### src/rtl/mips_dmem_unit.sv
// MEMORY-stage data memory: byte-addressed little-endian RAM behind a valid/ready port.
// Define MIPS_DMEM_SUBWORD_EN to honour req_size/req_signed (LB/LBU/LH/LHU/SB/SH).
module mips_dmem_unit #(
  parameter int DMEM_BYTES = 128,
  parameter int ACCESS_LAT = 2
) (
  input  logic        clk,
  input  logic        rst,
  input  logic        req_valid,
  output logic        req_ready,
  input  logic        req_we,
  input  logic [31:0] req_addr,
  input  logic [31:0] req_wdata,
  input  logic [1:0]  req_size,
  input  logic        req_signed,
  output logic        rsp_valid,
  output logic [31:0] rsp_rdata,
  output logic        rsp_err,
  output logic        busy
);

  localparam int AW = $clog2(DMEM_BYTES);
  localparam int CW = (ACCESS_LAT > 1) ? $clog2(ACCESS_LAT) : 1;
  localparam logic [CW-1:0] CNT_INIT = CW'(ACCESS_LAT - 1);

  typedef enum logic [1:0] {
    IDLE = 2'd0,
    WAIT = 2'd1,
    RESP = 2'd2
  } state_t;

  state_t          state, state_nx;
  logic [CW-1:0]   cnt, cnt_nx;
  logic            accept, commit;

  logic            we_q;
  logic [31:0]     addr_q, wdata_q;
  logic [1:0]      size_q;
  logic            signed_q;
  logic            err_q;

  logic            cur_we, cur_err;
  logic [31:0]     cur_addr, cur_wdata;
  logic [1:0]      cur_size;
  logic [AW-1:0]   cur_idx, cur_hbase, cur_wbase;
  logic [AW-1:0]   idx_q, hbase_q, wbase_q;

  logic [7:0]      mem [DMEM_BYTES];
  logic [7:0]      byte_v;
  logic [15:0]     half_v;
  logic [31:0]     word_v, load_v;

  function automatic logic access_err(input logic [31:0] a, input logic [1:0] sz);
    logic mis;
    case (sz)
      2'd0:    mis = 1'b0;
      2'd1:    mis = a[0];
      2'd2:    mis = |a[1:0];
      default: mis = 1'b1;
    endcase
    return (a >= 32'(DMEM_BYTES)) || mis;
  endfunction

  assign accept = (state == IDLE) && req_valid;

  always_ff @(posedge clk or posedge rst) begin
    if (rst) begin
      state   <= IDLE;
      cnt     <= '0;
      we_q    <= 1'b0;
      addr_q  <= '0;
      wdata_q <= '0;
    end else begin
      state <= state_nx;
      cnt   <= cnt_nx;
      if (accept) begin
        we_q    <= req_we;
        addr_q  <= req_addr;
        wdata_q <= req_wdata;
      end
    end
  end

`ifdef MIPS_DMEM_SUBWORD_EN
  always_ff @(posedge clk or posedge rst) begin
    if (rst) begin
      size_q   <= 2'd2;
      signed_q <= 1'b0;
    end else if (accept) begin
      size_q   <= req_size;
      signed_q <= req_signed;
    end
  end
  assign cur_size = (state == IDLE) ? req_size : size_q;
`else
  logic unused_cfg;
  assign unused_cfg = ^{req_size, req_signed};
  assign size_q     = 2'd2;
  assign signed_q   = 1'b0;
  assign cur_size   = 2'd2;
`endif

  // cnt holds the number of WAIT cycles still to spend; the last one hands over to RESP.
  always_comb begin
    state_nx = state;
    cnt_nx   = cnt;
    commit   = 1'b0;
    case (state)
      IDLE: begin
        if (req_valid) begin
          if (ACCESS_LAT == 1) begin
            state_nx = RESP;
            commit   = 1'b1;
          end else begin
            state_nx = WAIT;
            cnt_nx   = CNT_INIT;
          end
        end
      end
      WAIT: begin
        cnt_nx = cnt - CW'(1);
        if (cnt == CW'(1)) begin
          state_nx = RESP;
          commit   = 1'b1;
        end
      end
      RESP: begin
        state_nx = IDLE;
        cnt_nx   = '0;
      end
      default: begin
        state_nx = IDLE;
        cnt_nx   = '0;
      end
    endcase
  end

  // With a one-cycle latency the commit edge is the accept edge, so the live request is used.
  assign cur_we    = (state == IDLE) ? req_we    : we_q;
  assign cur_addr  = (state == IDLE) ? req_addr  : addr_q;
  assign cur_wdata = (state == IDLE) ? req_wdata : wdata_q;
  assign cur_err   = access_err(cur_addr, cur_size);
  assign cur_idx   = cur_addr[AW-1:0];
  assign cur_hbase = cur_idx & ~AW'(1);
  assign cur_wbase = cur_idx & ~AW'(3);

  always_ff @(posedge clk) begin
    if (commit && cur_we && !cur_err) begin
      case (cur_size)
        2'd0: mem[cur_idx] <= cur_wdata[7:0];
        2'd1: begin
          mem[cur_hbase]          <= cur_wdata[7:0];
          mem[cur_hbase | AW'(1)] <= cur_wdata[15:8];
        end
        default: begin
          for (int i = 0; i < 4; i++) begin
            mem[cur_wbase | AW'(i)] <= cur_wdata[8*i +: 8];
          end
        end
      endcase
    end
  end

  assign err_q   = access_err(addr_q, size_q);
  assign idx_q   = addr_q[AW-1:0];
  assign hbase_q = idx_q & ~AW'(1);
  assign wbase_q = idx_q & ~AW'(3);

  always_comb begin
    byte_v = mem[idx_q];
    half_v = {mem[hbase_q | AW'(1)], mem[hbase_q]};
    word_v = {mem[wbase_q | AW'(3)], mem[wbase_q | AW'(2)],
              mem[wbase_q | AW'(1)], mem[wbase_q]};
    case (size_q)
      2'd0:    load_v = signed_q ? {{24{byte_v[7]}}, byte_v} : {24'd0, byte_v};
      2'd1:    load_v = signed_q ? {{16{half_v[15]}}, half_v} : {16'd0, half_v};
      default: load_v = word_v;
    endcase
  end

  assign req_ready = (state == IDLE);
  assign busy      = (state != IDLE);
  assign rsp_valid = (state == RESP);
  assign rsp_err   = (state == RESP) && err_q;
  assign rsp_rdata = ((state == RESP) && !we_q && !err_q) ? load_v : 32'd0;

endmodule

### config.mk
export PLATFORM = sky130hd
export DESIGN_NAME = mips_dmem_unit
export DESIGN_NICKNAME = d
export VERILOG_FILES = /design/src/rtl/mips_dmem_unit.sv
export SDC_FILE = /design/constraint.sdc
export NUM_CORES = 1
export LEC_CHECK = 0
export CAP_MARGIN = 25
export CORE_MARGIN = 2
export CORE_UTILIZATION = 55
export DETAILED_ROUTE_END_ITERATION = 12
export HOLD_SLACK_MARGIN = 0.12
export PLACE_DENSITY = 0.72
export RECOVER_POWER = 25
export SKIP_LAST_GASP = 1
export SYNTH_ARGS = -nofsm -noshare
export SYNTH_HDL_FRONTEND = slang
export SYNTH_SLANG_ARGS = --single-unit
### constraint.sdc
create_clock -name clk -period 4.7 [get_ports clk]
set_clock_uncertainty 0.1 [all_clocks]
set_input_delay 0.47 -clock clk [delete_from_list [all_inputs] [get_ports clk]]
set_output_delay 0.47 -clock clk [all_outputs]
set_load 0.02 [all_outputs]
==> impl_metrics.tcl, run 1 <==
# place-and-route summary
set metrics [dict create \
    max_stage_delay_cell_worst_path "sky130_fd_sc_hd__clkdlybuf4s50_1" \
    worst_hold_startpoint "req_addr[15]" \
    dp_hpwl_um 56800 \
    initial_antenna_violation_count 1 \
    synthXorXnorAreaFrac_pct 0 \
    post_route_cells_drive_above_1_share_pct 24.1 \
    criticalPathCategory "flip-flop to output port" \
    ctsHoldBuffers 0 \
    min_period_over_period_pct 97.0 \
    detail-route-antenna-nets 0 \
    postSynthCellCount 2098 \
    multiInputGateArea_mm2 0.00962 \
    timing_max_transition_violations_final 71 \
    failed_checks "capacitance limit, slew limit" \
    timing.final.hold_violations 0 \
    ctsRootBufferMaster "sky130_fd_sc_hd__clkbuf_16" \
    synth-compound-area-share_pct 4.55 \
    post_synth.cell_area_avg_um2 20.2 \
    worstHoldEndpoint "addr_q[15]" \
    wl_met3_um 8090 \
    clk_pin_slew_worst_paths_ns 0.06 \
    post-route-min-period_ns 4.56 \
    whs_path_depth 2 \
    floorplan.die.width_um 282 \
    layout.filler_cells 5143 \
    ys_async_sr_fraction_pct 6.23 \
    max-cap-violations 2 \
    ys_top_cells_by_area "sky130_fd_sc_hd__edfxtp_1 (73%), sky130_fd_sc_hd__mux4_2 (8.3%), sky130_fd_sc_hd__dfrtp_1 (4.0%)" \
    post_drt_wl_per_cell_um 29.5 \
    result_of_the_run "finished with violations" \
    global_route.usage.met3_pct 3.89 \
    biggestCellCategory "registers" \
    clock_tree_from_tritoncts "built" \
    n_tap_cell 1030 \
    port_buffers 103 \
    dominant_register_cell_in_the_synthesized_netlist "sky130_fd_sc_hd__edfxtp_1" \
    route.top_layer_used "met4" \
]
**Run 1: the metal 1 layer**

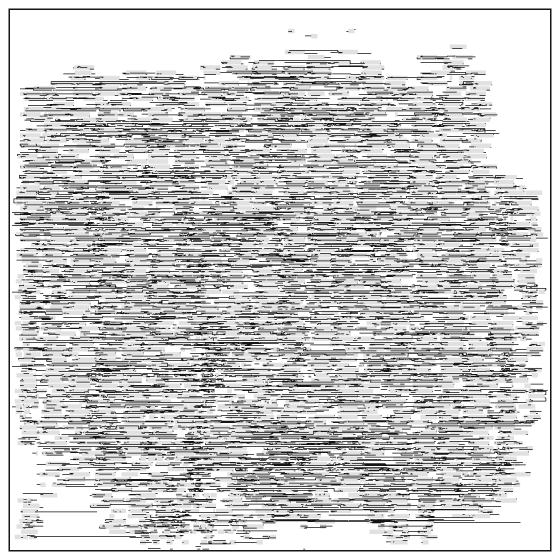
wire length on this layer: 38.5 mm
main direction: horizontal
wire length reported by the detailed router: 100000 um
Vias: 21822
GR met1 Demand/Resource: 35.5%

**Run 1: M2 wires**

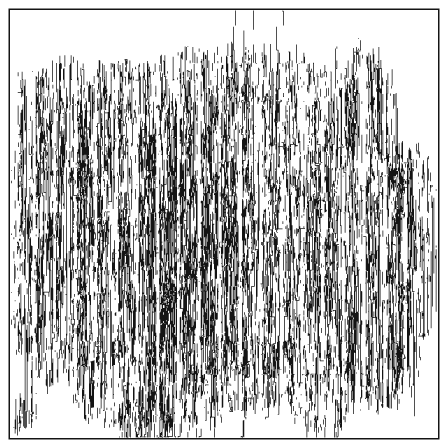
wire length on this layer: 49.5 mm
main direction: vertical
longest straight run: 93.3 um
met2 Track Usage GR: 42.5%

**Run 1: the metal 4 layer**

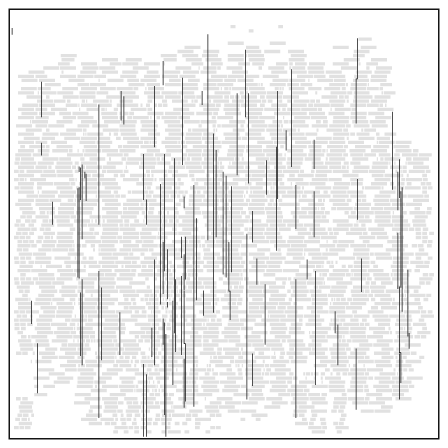
wire length on this layer: 4100 um
nets with wire on the layer: 55
main direction: vertical
share of all routed wire: 4.1%

**Run 1: track usage over the die**

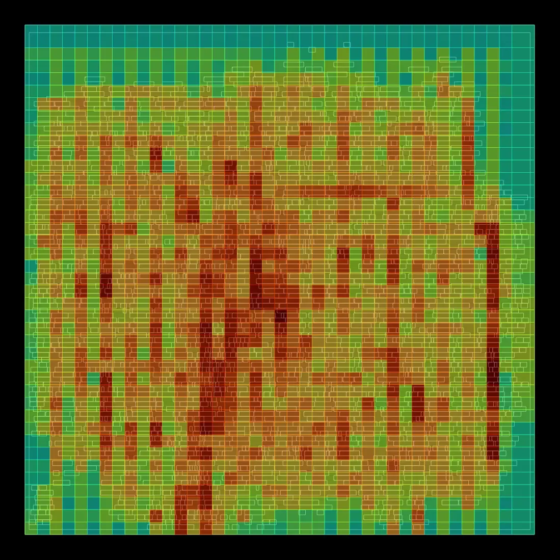

==> run 2: changes to the inputs <==
Settings changed: PLACE_DENSITY 0.72 to 0.77.
**Run 2: track usage over the die**

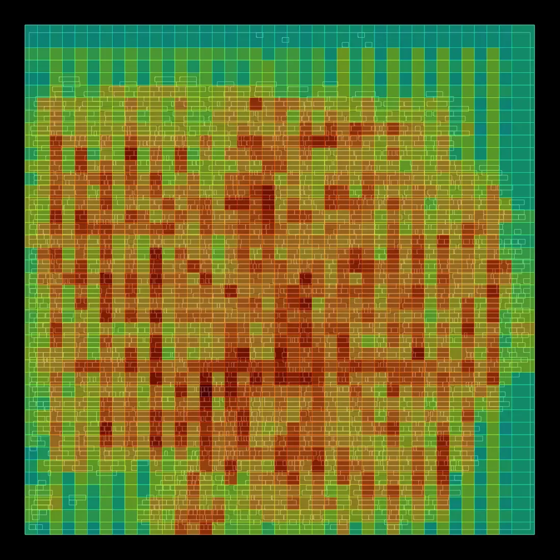
wire length per cell after detailed routing: 30.2 um
busiest metal layer after global routing: met2
met2 Track Usage GR: 42.8%
post-layout utilization of the core: 64.1%

==> run 2 against run 1 <==
Effect of this change: cell area rose by 0.19%; register-to-register slack improved by 0.48 ns; synthesized cell count did not move; critical path depth did not move; critical path type unchanged; sequential power barely moved; worst setup slack improved by 0.025 ns; utilization rose by 0.12 points; highest routed layer unchanged; the run still ends with capacitance limit, slew limit left; global-route usage rose by 0.26 points; synthesized area did not move; power rose by 0.23%; count of clock-buffer cells in the layout did not move; sequential cell count did not move.
==> impl_metrics.tcl, run 2 <==
# place-and-route summary
set metrics [dict create \
    result_of_the_run "finished with violations" \
    failed_checks "capacitance limit, slew limit" \
    criticalPathCategory "flip-flop to output port" \
    synth-compound-area-share_pct 4.55 \
    wl_met3_um 10500 \
    timing_max_transition_violations_final 71 \
    post_cts.resized_instances 0 \
    post_route_cells_drive_above_1_share_pct 23.5 \
    floorplan.die.width_um 282 \
    synthXorXnorAreaFrac_pct 0 \
    ctsRootBufferMaster "sky130_fd_sc_hd__clkbuf_16" \
    initial_antenna_violation_count 0 \
    n_tap_cell 1030 \
    biggestCellCategory "registers" \
    postSynthCellCount 2098 \
    max_stage_delay_cell_worst_path "sky130_fd_sc_hd__clkdlybuf4s50_1" \
    ys_async_sr_fraction_pct 6.23 \
    max-cap-violations 2 \
    ctsHoldBuffers 0 \
    post-route-min-period_ns 4.54 \
    total_power_mw 30.0 \
    drt_wl_total_um 102000 \
    port_buffers 103 \
    post_synth.cell_area_avg_um2 20.2 \
    cpLargestDelayFamily "simple AND/OR/NAND/NOR gates" \
    worst_hold_startpoint "req_we" \
    worstHoldEndpoint "we_q" \
    ys_top_cells_by_area "sky130_fd_sc_hd__edfxtp_1 (73%), sky130_fd_sc_hd__mux4_2 (8.3%), sky130_fd_sc_hd__dfrtp_1 (4.0%)" \
    whs_path_depth 2 \
    clk_pin_slew_worst_paths_ns 0.06 \
    timing.final.hold_violations 0 \
    min_period_over_period_pct 96.5 \
    power.sequential.total_mw 13.0 \
    num_vias 22144 \
    layout.filler_cells 4953 \
    detail-route-antenna-nets 0 \
]
**Run 2: the metal 1 layer**

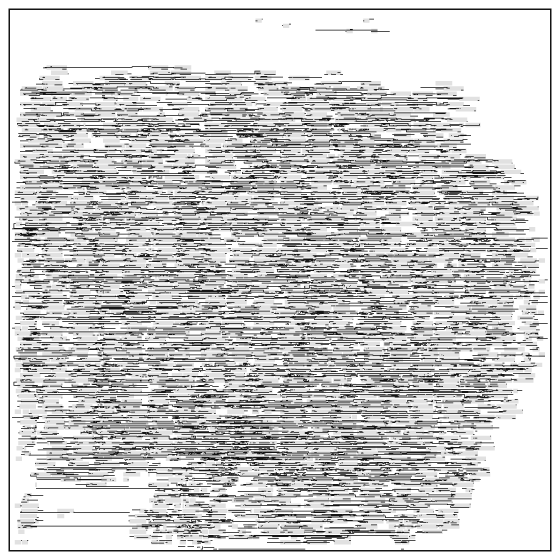

==> run 3: changes to the inputs <==
Settings changed: SETUP_SLACK_MARGIN set to 0.15, SLEW_MARGIN set to 10.
**Run 3: the metal 1 layer**

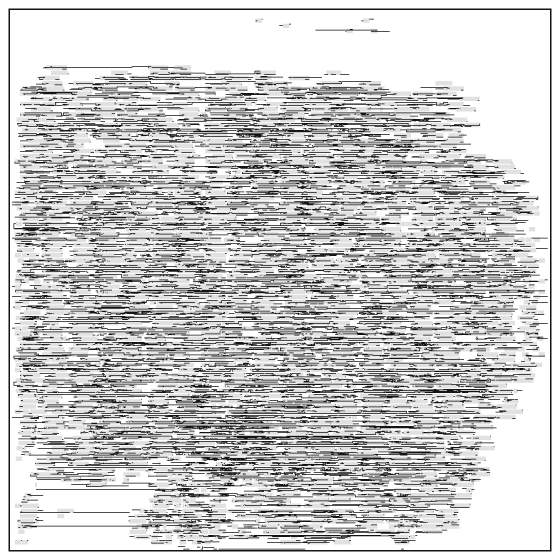
wire length on this layer: 38.2 mm
longest straight run: 93.4 um
main direction: horizontal
share of all routed wire: 37%
Vias: 22141
wire length reported by the detailed router: 102000 um

==> run 3 against run 2 <==
Effect of this change: the flow still finishes with violations (capacitance limit, slew limit); utilization grew 0.058 points; die area did not move; hold slack improved by 0.0016 ns; via count about the same; worst setup slack improved by 0.12 ns; first-iteration DRC count shrank 2.6%; largest cell class unchanged; highest routed layer unchanged.
==> impl_metrics.tcl, run 3 <==
# place-and-route summary
set metrics [dict create \
    power.group.top "registers" \
    ctsRootBufferMaster "sky130_fd_sc_hd__clkbuf_16" \
    route.top_layer_used "met4" \
    criticalPathCategory "flip-flop to output port" \
    post_route_cells_drive_above_1_share_pct 23.6 \
    initial_antenna_violation_count 0 \
    dominant_register_cell_in_the_synthesized_netlist "sky130_fd_sc_hd__edfxtp_1" \
    clock_tree_from_tritoncts "built" \
    total_power_mw 30.0 \
    max-cap-violations 2 \
    failed_checks "capacitance limit, slew limit" \
    finalCoreUtilization_pct 64.2 \
    min_period_over_period_pct 93.9 \
    max_slew_margin_pct -54.6 \
    ctsHoldBuffers 0 \
    max_stage_delay_cell_worst_path "sky130_fd_sc_hd__dfrtp_4" \
    gr-usage-met2_pct 42.7 \
    n_tap_cell 1030 \
    ys_async_sr_fraction_pct 6.23 \
    timing_max_transition_violations_final 71 \
    yosysWarningCount 0 \
    synthXorXnorAreaFrac_pct 0 \
    worstHoldEndpoint "addr_q[13]" \
    detailedPlace.worstSlack_ns 0.756 \
    power.sequential.total_mw 13.0 \
    post_synth_mux_area_share_pct 15.9 \
    post-route-min-period_ns 4.41 \
    floorplan.die.width_um 282 \
    wl_met3_um 10400 \
    buffers 184 \
    port_buffers 103 \
    whs_path_depth 2 \
    detailroute.wirelength.met2_um 50000 \
    area_delta_synth_final_pct 15.2 \
    post-route-cell-area_mm2 0.0488 \
    cts_htree_levels 3 \
    r2r_slack_ns 0.65 \
    post-cts-setup-buffer-count 1 \
    placement_rows 101 \
    layout.filler_cells 4954 \
    detail-route-antenna-nets 0 \
    globalRouteMet1Util_pct 35.7 \
    top_regs "mem x1024, addr_q x32, wdata_q x32" \
    clk_pin_slew_worst_paths_ns 0.06 \
    result_of_the_run "finished with violations" \
    worst_hold_startpoint "req_addr[13]" \
    multiInputGateArea_mm2 0.00963 \
    die_h_um 282 \
    globalRoute.busiestLayer "met2" \
    critPathCaptureType "output port" \
    cpLargestDelayFamily "AND-OR/OR-AND gates" \
    biggestCellCategory "registers" \
    post_cts.resized_instances 0 \
    largest_net_degree_at_the_start_of_global_routing 103 \
    postSynthCellCount 2098 \
    synth-compound-area-share_pct 4.55 \
    global_route.usage.met3_pct 5.20 \
    postLayoutSetupSlackWorst_ns 0.289 \
    hp-class "input port to flip-flop" \
    post_synth.cell_area_avg_um2 20.2 \
    share_comb_of_total_power_pct 28.7 \
    timing.final.hold_violations 0 \
]

==> screenshots <==
Cell density map.
Scale bar: 100 um. The die is cut into 28 by 28 equal tiles; dark blue is low, red is high, 0 to 100% covered.
(a)
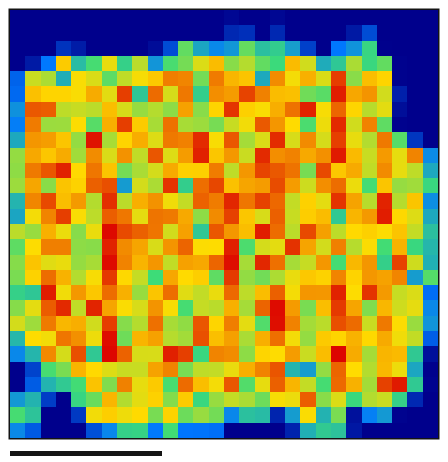
(b)
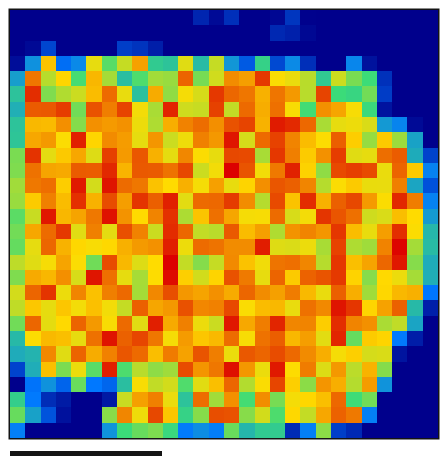
| from | picture |
|---|---|
| run 3 | (b) |
| run 1 | (a) |

Key to (b):
mean over tiles: 60%
fullest tile: 100%
nearly empty tiles: 16%
emptiest ninth of the die: upper right
tiles over 75% full: 46%

Power and IR drop assume default switching activity.
